==> config.mk <==
export PLATFORM = sky130hd
export DESIGN_NAME = mul_div_unit
export DESIGN_NICKNAME = d
export VERILOG_FILES = /design/src/rtl/muldiv_pkg.sv /design/src/rtl/mul_div_unit.sv
export SDC_FILE = /design/constraint.sdc
export NUM_CORES = 1
export LEC_CHECK = 0
export CAP_MARGIN = 40
export CORE_MARGIN = 2
export CORE_UTILIZATION = 54
export CTS_CLUSTER_SIZE = 25
export DETAILED_ROUTE_END_ITERATION = 16
export PLACE_DENSITY = 0.77
export SKIP_CTS_REPAIR_TIMING = 1
export SYNTH_ARGS = -nofsm -noshare
export SYNTH_HDL_FRONTEND = slang
export SYNTH_SLANG_ARGS = --single-unit
==> constraint.sdc <==
create_clock -name clk -period 3.2 [get_ports clk]
set_input_delay 0.64 -clock clk [delete_from_list [all_inputs] [get_ports clk]]
set_output_delay 0.64 -clock clk [all_outputs]
set_load 0.005 [all_outputs]
Figure 1. Placed cells, one colour a class.
Drawn at 3 px/um. Fill, decap, tap and diode cells in grey.
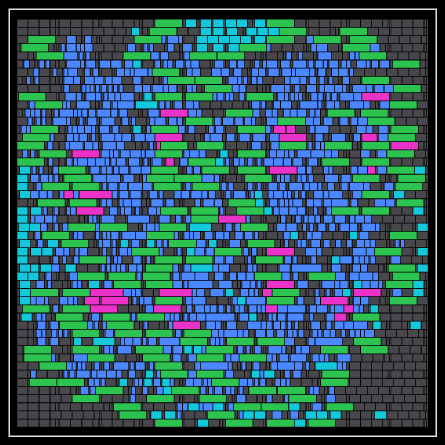
[combinational and other logic] blue | cells: 883
[flops] green | cells: 172
[other buffers and delay cells] cyan | cells: 108
[clock drivers and dummy loads] magenta | cells: 32
fin util: 0.646
Seq area share: 0.358
Core ar.: 0.0186 mm2
design area: 0.0120 mm2

Figure 2. Clock distribution.
Drawn at 3 px/um.
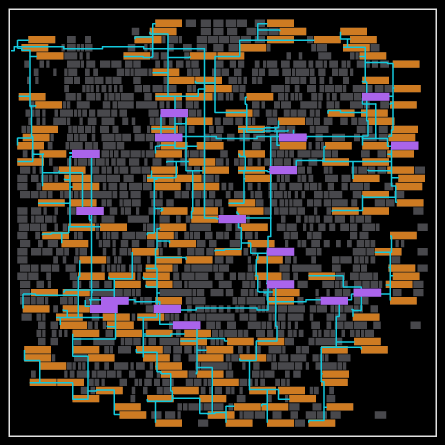
[clock wires] cyan | length: 2,070 um
[flip-flops] orange | count: 172
[clock drivers] purple | count: 17
flops lie: widely spread
Clock net power: 2.21 mW
Post-Route Skew: 0.0135 ns
Clk pwr share: 0.173
clk ins delay skew pair: 0.43 ns

Figure 3. Routed metal, one colour a layer.
Drawn at 3 px/um.
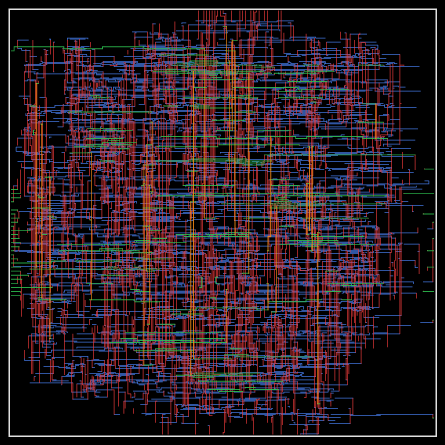
[metal 3] green | wire length: 2,060 um
[metal 1] blue | wire length: 12,600 um
[metal 2] red | wire length: 13,200 um
[metal 4] orange | wire length: 1,070 um
All-Layer GR Usage: 0.295
wire per inst: 20.2 um

Figure 4. Routing congestion map.
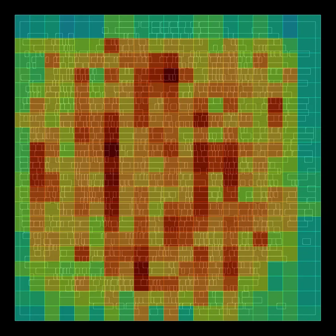
Top Usage Layer GRT: met2
met1 GRT Util: 0.417
GR Layer Usage met3: 0.0547
GR met2 Demand/Resource: 0.451

Figure 5. PDN straps and rails.
Drawn at 3 px/um. Pins as bars on the die edge. Tap cells in grey.
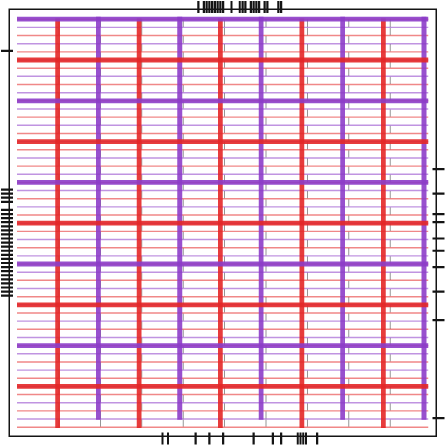
[VSS] red
[VDD] purple
met4 straps: 10
signal pins: 71
rows: 50
met1 rails: 51
met5 straps: 10
chip height: 142 um
Die X-Extent: 142 um

==> impl_metrics.tcl <==
# metrics dict for downstream scripts
set metrics [dict create \
    status "finished, final reports clean" \
    drc_errors 0 \
    cts_buffer_depth 2 \
    io_pins 71 \
    yosys_warnings 0 \
    ys_sh_mux 0.0239 \
    insertedDiodeCount 0 \
    hold_path_class "input port to asynchronous set/reset pin" \
    rrSetupSlack_ns 0.11 \
    gp_congestion 0.971 \
    synth.area.top_cells "dfrtp_1 (42%), ha_1 (6.0%), nand2_1 (5.9%)" \
    row_count 50 \
    xor_area_frac 0.0265 \
    final_common_cell "dfrtp_1" \
    top_power_group "combinational logic" \
    ys_cells 1128 \
    drt-met1-wl_mm 12.6 \
    ys_top_logic_family "AND-OR/OR-AND gates" \
    numSynthFlops 172 \
    synth_area_per_cell_um2 9.09 \
    ys_top_cells_by_count "dfrtp_1 (172), nand2_1 (160), o21ai_0 (117), clkbuf_1 (60), a21oi_1 (58)" \
    htreeDepth 4 \
    worst_pin_slew_ns 0.852 \
    seq_power_share 0.304 \
    p_leak_nw 5.39 \
    clockRootBuffer "clkbuf_16" \
    lay_top_cells "dfrtp_1 (172), nand2_1 (160), o21ai_0 (116)" \
    drive_gt1_frac 0.0904 \
    hold_ws_ns 0.157 \
    numCtsBuffers 17 \
    crit_required_ns 3.52 \
    port_buffers 70 \
    clock-sinks 172 \
    p_comb_frac 0.523 \
    edf_count 0 \
    wl_met3_mm 2.06 \
    peakVddDrop_v 0.000571 \
    drtIter0Drc 1034 \
    fin_setup_tns_ns 0 \
    crit_arrival_ns 3.41 \
    worst_slew_margin_rel 0.431 \
    ys_seq_frac 0.420 \
    grt_overflow 0 \
    openroad.warnings 27 \
    cap_violations 0 \
    clk_pin_slew_ns 0.07 \
    synthFlopType "dfrtp_1" \
    place_area_mm2 0.0113 \
    drt-pass1-iter-count 5 \
    setup_violations 0 \
    fin_ws_ns 0.110 \
    place_ws_ns -0.00193 \
    finalClockPeriodUsage 0.966 \
    regArea_mm2 0.00430 \
    p_int_mw 7.35 \
    comb-power_mw 6.70 \
    layout.area.comb_mm2 0.00562 \
    ys_chip_area_mm2 0.0103 \
    fmax_mhz 324 \
    grt_max_degree 83 \
    swShare 0.426 \
    finalPower_mw 12.8 \
    report.final.slew_viol_count 0 \
    top_cell_area_share 0.420 \
    sequentialPower_mw 3.90 \
    crit_fanout 30 \
    cts_tree "done" \
    wl_met2_mm 13.2 \
    die_area_mm2 0.0201 \
    hpwlAfterDp_mm 20.7 \
    ys_async_sr_fraction 1.00 \
    crit_type "flip-flop to flip-flop" \
    ff2ff_path_depth 11 \
    yosysMostFrequentCell "dfrtp_1" \
    grt_antenna_before_repair 0 \
    post-route-min-period_ns 3.09 \
    fill_cells 1546 \
    syn-num-nets 1215 \
    wl_mm 28.9 \
    highest_layer "met4" \
    adder_share 0.0637 \
    simple_gate_share 0.160 \
    start_kind "flip-flop" \
    hold_violations 0 \
    fin_cells 1429 \
    area_delta_synth_final_pct 17.4 \
    drtAntennaViolNets 0 \
    synthAoiAreaFrac 0.263 \
    synth_cells 1128 \
    cp-end-kind "flip-flop" \
    yosysUniqueCellTypes 77 \
    synth_area_mm2 0.0103 \
    place_inst 1393 \
    power_switching_mw 5.46 \
    grt_pass1_wl_mm 46.3 \
    grt_pass1_vias 8488 \
    routed_via_density 6.36 \
    top_area_cell "dfrtp_1" \
    p_per_area_mw_per_mm2 1060 \
    fp_util 0.550 \
    num-nets-final 1269 \
    vias 9086 \
]
-- critical path, stage by stage (launching register included) --
cell	delay [ns]
dfrtp_1	0.42
buf_12	0.17
and2_1	0.15
ha_2	0.32
nand4_1	0.16
nor2_1	0.10
a2111oi_4	0.42
a21boi_2	0.11
o31a_1	0.36
o21a_1	0.21
or3_1	0.30
a32o_1	0.24
-- cell families after synthesis --
family / after synthesis
AND/OR/NAND/NOR: 342
flip-flops: 172
multiplexers: 24
AND-OR/OR-AND: 397
XOR/XNOR: 31
buffers and inverters: 111
adder cells (fa/ha/maj): 51
-- final cells by class --
cell class,count,area share
flip-flops and latches,172,0.358
inverters,38,0.0119
clock inverters,12,0.0144
multi-input cells,845,0.467
clock buffers,20,0.0379
well taps,234,0.0243
repair buffers,108,0.0872
No activity file was given, so power comes from the tool's default toggle rates.
